## config.mk

```make
export PLATFORM = sky130hd
export DESIGN_NAME = s_axil_cfg_regs_flat
export DESIGN_NICKNAME = d
export VERILOG_FILES = /design/src/rtl/axi_cfg_pkg.sv /design/src/rtl/s_axil_cfg_regs_if.sv /design/src/rtl/s_axil_cfg_regs.sv /design/src/flat_wrapper.sv
export SDC_FILE = /design/constraint.sdc
export NUM_CORES = 1
export LEC_CHECK = 0
export ABC_CLOCK_PERIOD_IN_PS = 2250
export CORE_ASPECT_RATIO = 0.6
export CORE_MARGIN = 2
export CORE_UTILIZATION = 40
export DETAILED_ROUTE_END_ITERATION = 8
export PLACE_DENSITY = 0.76
export RECOVER_POWER = 25
export SYNTH_ARGS = -nofsm -noshare
export SYNTH_HDL_FRONTEND = slang
export SYNTH_SLANG_ARGS = --single-unit
```

## constraint.sdc

```tcl
create_clock -name clk -period 2.25 [get_ports clk]
set_clock_uncertainty 0.15 [all_clocks]
set_input_delay 0.675 -clock clk [delete_from_list [all_inputs] [get_ports clk]]
set_output_delay 0.675 -clock clk [all_outputs]
set_load 0.05 [all_outputs]
```

## src/rtl/axi_cfg_pkg.sv

```systemverilog
// Shared definitions for the counter-writer configuration register file:
// register indices, AXI response codes and the read/write FSM states.
package axi_cfg_pkg;

    typedef enum logic [2:0] {
        ENABLED   = 3'd0,
        ADDR_W_0  = 3'd1,
        ADDR_W_1  = 3'd2,
        LENGTH    = 3'd3,
        INCR_STEP = 3'd4,
        STATUS    = 3'd5
    } REG_TYPE;

    localparam logic [1:0] RESP_OKAY   = 2'b00;
    localparam logic [1:0] RESP_SLVERR = 2'b10;

    typedef enum logic {
        WR_IDLE = 1'b0,
        WR_RESP = 1'b1
    } wr_state_e;

    typedef enum logic {
        RD_IDLE = 1'b0,
        RD_DATA = 1'b1
    } rd_state_e;

endpackage

```

## src/rtl/s_axil_cfg_regs_if.sv

```systemverilog
// AXI4-Lite bus bundle for the configuration register file. Signal suffixes
// (_i/_o) are named from the slave's point of view.
interface s_axil_cfg_regs_if #(
    parameter int ADDR_WIDTH = 32,
    parameter int DATA_WIDTH = 32
);
    logic [ADDR_WIDTH-1:0]   awaddr_i;
    logic                    awvalid_i;
    logic                    awready_o;
    logic [DATA_WIDTH-1:0]   wdata_i;
    logic [DATA_WIDTH/8-1:0] wstrb_i;
    logic                    wvalid_i;
    logic                    wready_o;
    logic [1:0]              bresp_o;
    logic                    bvalid_o;
    logic                    bready_i;
    logic [ADDR_WIDTH-1:0]   araddr_i;
    logic                    arvalid_i;
    logic                    arready_o;
    logic [DATA_WIDTH-1:0]   rdata_o;
    logic [1:0]              rresp_o;
    logic                    rvalid_o;
    logic                    rready_i;

    modport slave (
        input  awaddr_i, awvalid_i, wdata_i, wstrb_i, wvalid_i, bready_i,
               araddr_i, arvalid_i, rready_i,
        output awready_o, wready_o, bresp_o, bvalid_o,
               arready_o, rdata_o, rresp_o, rvalid_o
    );

    modport master (
        output awaddr_i, awvalid_i, wdata_i, wstrb_i, wvalid_i, bready_i,
               araddr_i, arvalid_i, rready_i,
        input  awready_o, wready_o, bresp_o, bvalid_o,
               arready_o, rdata_o, rresp_o, rvalid_o
    );

endinterface

```

## src/rtl/s_axil_cfg_regs.sv

```systemverilog
// AXI4-Lite configuration registers for the counter write master.
// Optional macro CFG_REGS_LOCK_EN: while ENABLED[0] is set, indices 1-4 are write-protected.
module s_axil_cfg_regs
    import axi_cfg_pkg::*;
#(
    parameter int DATA_WIDTH   = 32,
    parameter int ADDR_WIDTH   = 32,
    parameter int REG_QUANTITY = 6
) (
    input  logic                                   clk,
    input  logic                                   areset,
    s_axil_cfg_regs_if.slave                       s_axil,
    output logic [REG_QUANTITY-1:0][DATA_WIDTH-1:0] regs_o,
    input  logic [2:0]                             status_i
);

    localparam int IDX_W  = ADDR_WIDTH - 2;
    localparam int STRB_W = DATA_WIDTH / 8;

    typedef logic [REG_QUANTITY-1:0][DATA_WIDTH-1:0] reg_array_t;

    wr_state_e             wr_state_q, wr_state_d;
    logic                  aw_held_q, aw_held_d;
    logic [IDX_W-1:0]      aw_idx_q, aw_idx_d;
    logic                  w_held_q, w_held_d;
    logic [DATA_WIDTH-1:0] w_data_q, w_data_d;
    logic [STRB_W-1:0]     w_strb_q, w_strb_d;
    logic [1:0]            bresp_q, bresp_d;
    reg_array_t            regs_q, regs_d;

    rd_state_e             rd_state_q, rd_state_d;
    logic [DATA_WIDTH-1:0] rdata_q, rdata_d;
    logic [1:0]            rresp_q, rresp_d;

    logic [DATA_WIDTH-1:0] status_word;
    logic [IDX_W-1:0]      ar_idx;
    logic                  bvalid;
    logic                  wr_hit;
    logic                  wr_locked;
    logic                  unused_addr_lsbs;

    function automatic logic [DATA_WIDTH-1:0] apply_strb(
        input logic [DATA_WIDTH-1:0] old_v,
        input logic [DATA_WIDTH-1:0] new_v,
        input logic [STRB_W-1:0]     strb
    );
        apply_strb = old_v;
        for (int b = 0; b < STRB_W; b++) begin
            if (strb[b]) apply_strb[8*b +: 8] = new_v[8*b +: 8];
        end
    endfunction

    assign status_word      = {{(DATA_WIDTH-3){1'b0}}, status_i};
    assign ar_idx           = s_axil.araddr_i[ADDR_WIDTH-1:2];
    assign unused_addr_lsbs = ^{s_axil.awaddr_i[1:0], s_axil.araddr_i[1:0]};
    assign bvalid           = (wr_state_q == WR_RESP);

    assign s_axil.awready_o = ~aw_held_q & ~bvalid;
    assign s_axil.wready_o  = ~w_held_q & ~bvalid;
    assign s_axil.bvalid_o  = bvalid;
    assign s_axil.bresp_o   = bresp_q;
    assign s_axil.arready_o = (rd_state_q == RD_IDLE);
    assign s_axil.rvalid_o  = (rd_state_q == RD_DATA);
    assign s_axil.rdata_o   = rdata_q;
    assign s_axil.rresp_o   = rresp_q;

    // STATUS is never stored; the live master state is substituted in its slot.
    always_comb begin
        regs_o         = regs_q;
        regs_o[STATUS] = status_word;
    end

`ifdef CFG_REGS_LOCK_EN
    assign wr_locked = regs_q[ENABLED][0]
                     && (aw_idx_q >= IDX_W'(ADDR_W_0))
                     && (aw_idx_q <= IDX_W'(INCR_STEP));
`else
    assign wr_locked = 1'b0;
`endif

    always_comb begin
        wr_hit = 1'b0;
        for (int i = 0; i < REG_QUANTITY; i++) begin
            if (i != int'(STATUS) && aw_idx_q == IDX_W'(i)) wr_hit = 1'b1;
        end
    end

    // NOTE: every combinational output gets a default before any branch, so no
    // path through the block can leave a value unassigned and infer a latch.
    always_comb begin
        wr_state_d = wr_state_q;
        aw_held_d  = aw_held_q;
        aw_idx_d   = aw_idx_q;
        w_held_d   = w_held_q;
        w_data_d   = w_data_q;
        w_strb_d   = w_strb_q;
        bresp_d    = bresp_q;
        regs_d     = regs_q;

        if (s_axil.awvalid_i && s_axil.awready_o) begin
            aw_held_d = 1'b1;
            aw_idx_d  = s_axil.awaddr_i[ADDR_WIDTH-1:2];
        end
        if (s_axil.wvalid_i && s_axil.wready_o) begin
            w_held_d = 1'b1;
            w_data_d = s_axil.wdata_i;
            w_strb_d = s_axil.wstrb_i;
        end

        unique case (wr_state_q)
            WR_IDLE: begin
                if (aw_held_q && w_held_q) begin
                    aw_held_d  = 1'b0;
                    w_held_d   = 1'b0;
                    wr_state_d = WR_RESP;
                    if (wr_hit && !wr_locked) begin
                        bresp_d = RESP_OKAY;
                        for (int i = 0; i < REG_QUANTITY; i++) begin
                            if (i != int'(STATUS) && aw_idx_q == IDX_W'(i)) begin
                                regs_d[i] = apply_strb(regs_q[i], w_data_q, w_strb_q);
                            end
                        end
                    end else begin
                        bresp_d = RESP_SLVERR;
                    end
                end
            end
            WR_RESP: begin
                if (s_axil.bready_i) wr_state_d = WR_IDLE;
            end
            default: wr_state_d = WR_IDLE;
        endcase

        // ENABLED holds a single flag; its upper bits always read back as zero.
        regs_d[ENABLED][DATA_WIDTH-1:1] = '0;
    end

    always_comb begin
        rd_state_d = rd_state_q;
        rdata_d    = rdata_q;
        rresp_d    = rresp_q;

        unique case (rd_state_q)
            RD_IDLE: begin
                if (s_axil.arvalid_i) begin
                    rd_state_d = RD_DATA;
                    rdata_d    = '0;
                    rresp_d    = RESP_SLVERR;
                    for (int i = 0; i < REG_QUANTITY; i++) begin
                        if (ar_idx == IDX_W'(i)) begin
                            rresp_d = RESP_OKAY;
                            rdata_d = (i == int'(STATUS)) ? status_word : regs_q[i];
                        end
                    end
                end
            end
            RD_DATA: begin
                if (s_axil.rready_i) rd_state_d = RD_IDLE;
            end
            default: rd_state_d = RD_IDLE;
        endcase
    end

    // NOTE: sequential state uses non-blocking assignments only, so every flop
    // samples the pre-edge values of its peers. The register array is reset too:
    // the counter master must see a defined, disabled configuration after reset.
    always_ff @(posedge clk or negedge areset) begin
        if (!areset) begin
            wr_state_q <= WR_IDLE;
            aw_held_q  <= 1'b0;
            aw_idx_q   <= '0;
            w_held_q   <= 1'b0;
            w_data_q   <= '0;
            w_strb_q   <= '0;
            bresp_q    <= RESP_OKAY;
            regs_q     <= '0;
            rd_state_q <= RD_IDLE;
            rdata_q    <= '0;
            rresp_q    <= RESP_OKAY;
        end else begin
            wr_state_q <= wr_state_d;
            aw_held_q  <= aw_held_d;
            aw_idx_q   <= aw_idx_d;
            w_held_q   <= w_held_d;
            w_data_q   <= w_data_d;
            w_strb_q   <= w_strb_d;
            bresp_q    <= bresp_d;
            regs_q     <= regs_d;
            rd_state_q <= rd_state_d;
            rdata_q    <= rdata_d;
            rresp_q    <= rresp_d;
        end
    end

endmodule

```

## src/flat_wrapper.sv

```systemverilog
// flat-port wrapper written by rule: the top's interface ports become plain ports
module s_axil_cfg_regs_flat import axi_cfg_pkg::*;
#(
    parameter int DATA_WIDTH   = 32,
    parameter int ADDR_WIDTH   = 32,
    parameter int REG_QUANTITY = 6
)
  (clk, areset, regs_o, status_i, s_axil_awaddr_i, s_axil_awvalid_i, s_axil_wdata_i, s_axil_wstrb_i, s_axil_wvalid_i, s_axil_bready_i, s_axil_araddr_i, s_axil_arvalid_i, s_axil_rready_i, s_axil_awready_o, s_axil_wready_o, s_axil_bresp_o, s_axil_bvalid_o, s_axil_arready_o, s_axil_rdata_o, s_axil_rresp_o, s_axil_rvalid_o);
  s_axil_cfg_regs_if #(.ADDR_WIDTH(ADDR_WIDTH), .DATA_WIDTH(DATA_WIDTH)) s_axil_i ();
  input  logic clk;
  input  logic areset;
  output logic [REG_QUANTITY-1:0][DATA_WIDTH-1:0] regs_o;
  input  logic [2:0] status_i;
  input wire logic [$bits(s_axil_i.awaddr_i)-1:0] s_axil_awaddr_i;
  input wire logic [$bits(s_axil_i.awvalid_i)-1:0] s_axil_awvalid_i;
  input wire logic [$bits(s_axil_i.wdata_i)-1:0] s_axil_wdata_i;
  input wire logic [$bits(s_axil_i.wstrb_i)-1:0] s_axil_wstrb_i;
  input wire logic [$bits(s_axil_i.wvalid_i)-1:0] s_axil_wvalid_i;
  input wire logic [$bits(s_axil_i.bready_i)-1:0] s_axil_bready_i;
  input wire logic [$bits(s_axil_i.araddr_i)-1:0] s_axil_araddr_i;
  input wire logic [$bits(s_axil_i.arvalid_i)-1:0] s_axil_arvalid_i;
  input wire logic [$bits(s_axil_i.rready_i)-1:0] s_axil_rready_i;
  output wire logic [$bits(s_axil_i.awready_o)-1:0] s_axil_awready_o;
  output wire logic [$bits(s_axil_i.wready_o)-1:0] s_axil_wready_o;
  output wire logic [$bits(s_axil_i.bresp_o)-1:0] s_axil_bresp_o;
  output wire logic [$bits(s_axil_i.bvalid_o)-1:0] s_axil_bvalid_o;
  output wire logic [$bits(s_axil_i.arready_o)-1:0] s_axil_arready_o;
  output wire logic [$bits(s_axil_i.rdata_o)-1:0] s_axil_rdata_o;
  output wire logic [$bits(s_axil_i.rresp_o)-1:0] s_axil_rresp_o;
  output wire logic [$bits(s_axil_i.rvalid_o)-1:0] s_axil_rvalid_o;
  assign s_axil_i.awaddr_i = s_axil_awaddr_i;
  assign s_axil_i.awvalid_i = s_axil_awvalid_i;
  assign s_axil_i.wdata_i = s_axil_wdata_i;
  assign s_axil_i.wstrb_i = s_axil_wstrb_i;
  assign s_axil_i.wvalid_i = s_axil_wvalid_i;
  assign s_axil_i.bready_i = s_axil_bready_i;
  assign s_axil_i.araddr_i = s_axil_araddr_i;
  assign s_axil_i.arvalid_i = s_axil_arvalid_i;
  assign s_axil_i.rready_i = s_axil_rready_i;
  assign s_axil_awready_o = s_axil_i.awready_o;
  assign s_axil_wready_o = s_axil_i.wready_o;
  assign s_axil_bresp_o = s_axil_i.bresp_o;
  assign s_axil_bvalid_o = s_axil_i.bvalid_o;
  assign s_axil_arready_o = s_axil_i.arready_o;
  assign s_axil_rdata_o = s_axil_i.rdata_o;
  assign s_axil_rresp_o = s_axil_i.rresp_o;
  assign s_axil_rvalid_o = s_axil_i.rvalid_o;
  s_axil_cfg_regs #(.DATA_WIDTH(DATA_WIDTH), .ADDR_WIDTH(ADDR_WIDTH), .REG_QUANTITY(REG_QUANTITY)) u_core (.clk(clk), .areset(areset), .s_axil(s_axil_i), .regs_o(regs_o), .status_i(status_i));
endmodule
```

run_1/gates.png
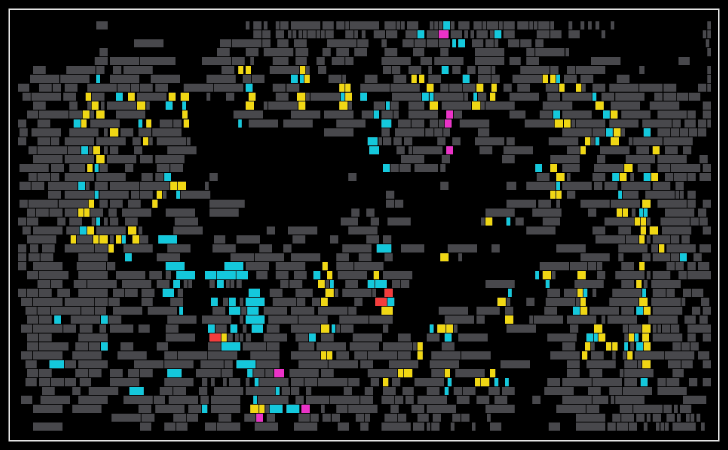
color	family	cells
red	non-inverting ao/oa cells	3
yellow	aoi and oai cells	130
cyan	nor cells	117
magenta	and/or cells	7
Commonest Layout Cell: sky130_fd_sc_hd__dfrtp_1
number of standard cells in the layout, taps in and fillers out: 1586
multi-input logic portion of the cell area: 30.6%

run_1/m2.png
The bar under the picture is 50 um long.
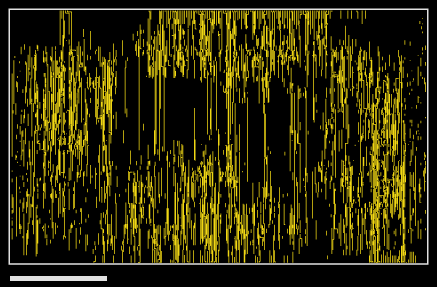
nets with wire on the layer	1188
wire length on this layer	14900 um
met2 usage in global routing: 35.6%
via count of the routed design: 8247
wire length reported by the detailed router: 33100 um

==> summary.txt, run 1 <==
Summary of implementation figures.

Status
The run finished with clean final reports.

Clocking
The register clock-pin slew on the reported worst setup and hold paths is roughly 0.060 ns. Looking at the clock tree report, the root buffer type is sky130_fd_sc_hd__clkbuf_16. Clock latency on the worst-skew pair, taken at its later pin, is 0.52 ns. TritonCTS built the clock tree. The number of buffers inserted by hold repair at cts is 1. The maximum root-to-sink buffer count is 3.

Floorplanning
The core region is between 20000 and 30000 um^2. The die boundary height is roughly 130 um. The area of the chip is 28300 um^2.

Place
In this run the tool buffered the top-level ports with 276 buffer cells. The post-placement setup slack is -0.372 ns.

Yosys
The area fraction in mux cells is 21.0%. The simple-gate share of the synthesized area is 11.0%. The yosys stat chip area is 10800 um^2. In this run the biggest area consumer among cell types represents 54.1% of the synthesized area. Counting every instance in the synthesized netlist gives around 900.

The most used flip-flop cell after synthesis is sky130_fd_sc_hd__dfrtp_1. The synthesis stat section lists a flop and latch total of 233.

Pwr
Overall power consumption after layout is estimated at 11.9 mW. In this run the static leakage power is 7.07 nW.

Min path
The sink of the worst hold path is u_core.s_axil.rdata_o[13]. In the hold timing report, the worst path depth is 2.

Critical path
The timing report gives the worst reg2reg path a setup slack of 0.01 ns. The arrival time at the worst endpoint is 2.48 ns. For this run, the slowest stage of the critical path takes slightly below 0.4 ns. Grouping stages by cell kind, the critical path spends the most delay in simple AND/OR/NAND/NOR gates. STA classifies the critical path startpoint as a flip-flop. The timing report shows the most common cell along the critical path to be sky130_fd_sc_hd__buf_12. The total number of cells along the worst setup path is 6. The critical path's slowest stage uses the library cell sky130_fd_sc_hd__dfrtp_1.

Layout
The finished cells cover 14800 um^2. After the last flow step, the layout net total stands at about 1300. In the layout the commonest cells are sky130_fd_sc_hd__dfrtp_1 (232), sky130_fd_sc_hd__buf_4 (199), sky130_fd_sc_hd__mux2_2 (187), sky130_fd_sc_hd__clkdlybuf4s50_1 (101), sky130_fd_sc_hd__nand2_1 (73).

GRT
The largest net degree at the start of global routing is between 70 and 80. Recorded from the global router log, the overflow total was 0. The via count of the first global-routing pass was 8456.

Drt
The first-iteration detailed-routing DRC count is 583. The via density per instance is about 5.2.

Flow run
The report counts max-capacitance violations totalling 0.

STA
Subtracting the final worst setup slack from the clock period gives 2.24 ns. The headroom to the max-slew limit is between 30% and 40%. Setup repair after global routing could not meet its margin everywhere.
run_1/congestion_map.png
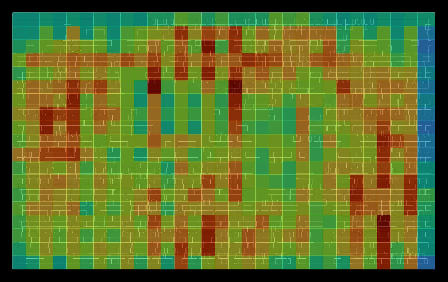
drt wl/cell: 20.9 um
met3 demand-to-capacity share in global routing: 6.25%
met1 track demand over resource in global routing: 32.4%
overall track demand over capacity in global routing: 23.1%
most used routing layer: met2

[run 1: stage by stage]
step                      hold WS [ns]  cells
after floorplan                  0.229    955
after global placement           0.311   1545
after detailed placement         0.323   1545
after CTS                        0.337   1586
after global routing             0.357   1586
final                            0.330   1586
[run 1: layout make-up]
cell class	instances	share of cell area [%]
Sequential cell	233	39.4
Multi-Input combinational cell	608	30.6
Timing Repair Buffer	342	21.6
Clock buffer	33	4.68
Tap cell	360	3.04
Clock inverter	7	0.617
Inverter	3	0.0760
[run 1: power breakdown]
part	switching, mW	internal (mW)
sequential	0.667	4.84
combinational	1.20	1.15
clock	1.64	2.37
total	3.51	8.36
[run 1: layer usage]
metal,vias up,wire [um]
met5,-,0
met4,0,761
met3,49,2830
met2,355,14900
met1,4146,14500
li1,3697,-
==> inputs of run 2 (changes only) <==
--- a/config.mk
+++ b/config.mk
@@ -12,3 +12,3 @@
 export DETAILED_ROUTE_END_ITERATION = 8
-export PLACE_DENSITY = 0.76
+export PLACE_DENSITY = 0.73
 export RECOVER_POWER = 25
--- a/constraint.sdc
+++ b/constraint.sdc
@@ -4,2 +4,2 @@
 set_output_delay 0.675 -clock clk [all_outputs]
-set_load 0.05 [all_outputs]
+set_load 0.005 [all_outputs]
==> summary.txt, run 2 <==
Summary of implementation figures.

GRT
met2 is the most crowded layer. The via count of the first global-routing pass came to 8629 (+2.0%).

Pwr
The leakage power of the design was 8.53 nW (+21%). The design internal power came to 8.85 mW (+5.9%). The combinational share of power came to 17.0% (-2.8 points).

The clock network power is 4.55 mW (+13%).

Drt
The first-iteration detailed-routing DRC count is 587 (+0.69%). The length of routed met2 wiring was 16200 um (+8.7%). The average routed wire per standard cell came to 20.9 um (+0.35%).

Clocking
The cell at the root of the clock tree is sky130_fd_sc_hd__clkbuf_16. The clock insertion delay at the later pin of the skew report is 0.53 ns (about the same).

Yosys
The synthesized flop and latch total is 233 (unchanged). The yosys stat chip area is 10800 um^2 (unchanged). Among all flip-flop cells after synthesis, the most frequent one is sky130_fd_sc_hd__dfrtp_1.

Layout
The most common logic cells in the final layout are sky130_fd_sc_hd__dfrtp_1 (233), sky130_fd_sc_hd__clkdlybuf4s50_1 (126), sky130_fd_sc_hd__buf_4 (124), sky130_fd_sc_hd__mux2_4 (121), sky130_fd_sc_hd__dlygate4sd2_1 (116). The final-stage net count is 1415 (+7.1%). The final cell area excluding filler cells is 16400 um^2 (+11%). The dominant logic cell type in the layout is sky130_fd_sc_hd__dfrtp_1.

Floorplanning
The area of the chip is 28300 um^2 (unchanged). The placeable core area is 26500 um^2 (unchanged).

Status
The flow ran to the end, and the final reports show no timing, DRC or antenna violations.

STA
The final-layout worst hold slack was 0.328 ns (-0.00164 ns).

Critical path
The critical path's most frequent cell is sky130_fd_sc_hd__buf_6. The minimum setup slack among reg-to-reg paths came to 0.0009 ns (about the same). The total number of cells along the worst setup path is 8 (+2).

Place
The number of I/O port buffers is 276 (unchanged).
[run 2: cell counts after synthesis]
Identical to the previous run, type by type.
[run 2: what timing repair did]
action | CTS | global route
pin swaps | 0 | 17
setup buffers | 72 | 14
endpoints found under the setup margin | 170 | 157
gates cloned | 0 | 2
resized | 126 | 155
hold buffers | 1 | 0
endpoints found under the hold margin | 41 | 0
[run 2: area by class of cell]
cell class                 instances  area [um^2]
tap                              360          450
inverter                           3         11.3
fill                            2074        10000
multi-input combinational        608         4990
clock inverter                    10          175
timing repair buffer             435         4250
sequential                       233         5830
clock buffer                      34          729
[run 2: cell families after synthesis]
group                  Yosys count  synth area share [%]
AND/OR/NAND/NOR                214                  11.0
multiplexers                   199                  21.0
flip-flops                     233                  54.1
AND-OR/OR-AND                  133                  7.49
other                            1                0.0348
buffers and inverters          114                  6.36
run_2/m3.png
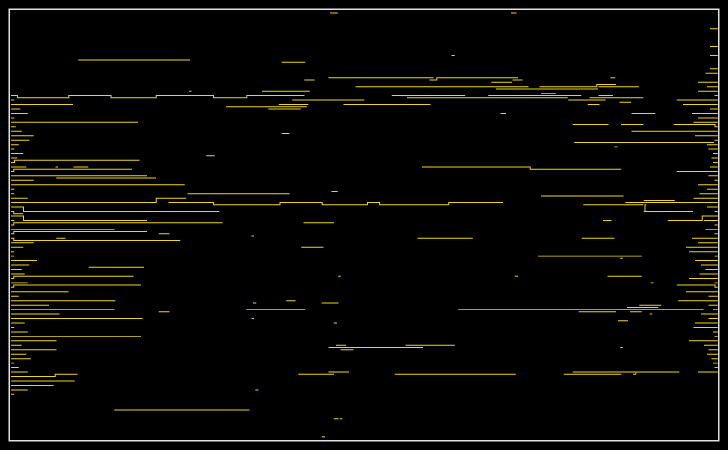
longest straight run	74.5 um
wire length on this layer	2820 um
share of all routed wire	8.0%
main direction	horizontal

run_2/gates.png
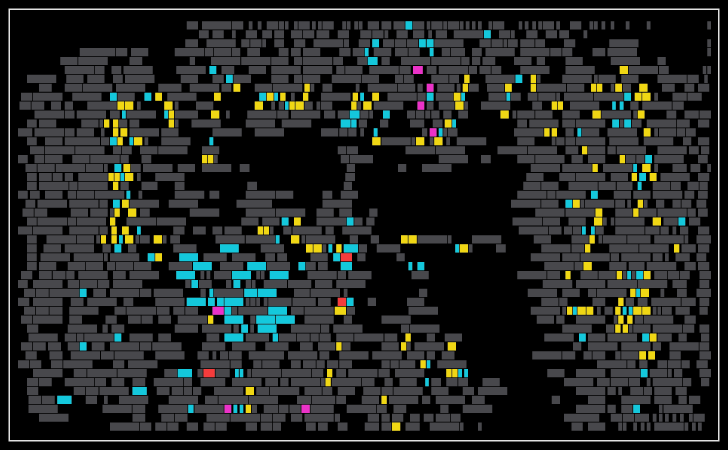
color	family	cells
cyan	nor cells	117
red	non-inverting ao/oa cells	3
yellow	aoi and oai cells	130
magenta	and/or cells	7
multi-input logic portion of the cell area: 30.3%
number of standard cells in the layout, taps in and fillers out: 1683

Power figures rest on the tool's default switching activity, not on a simulated workload.
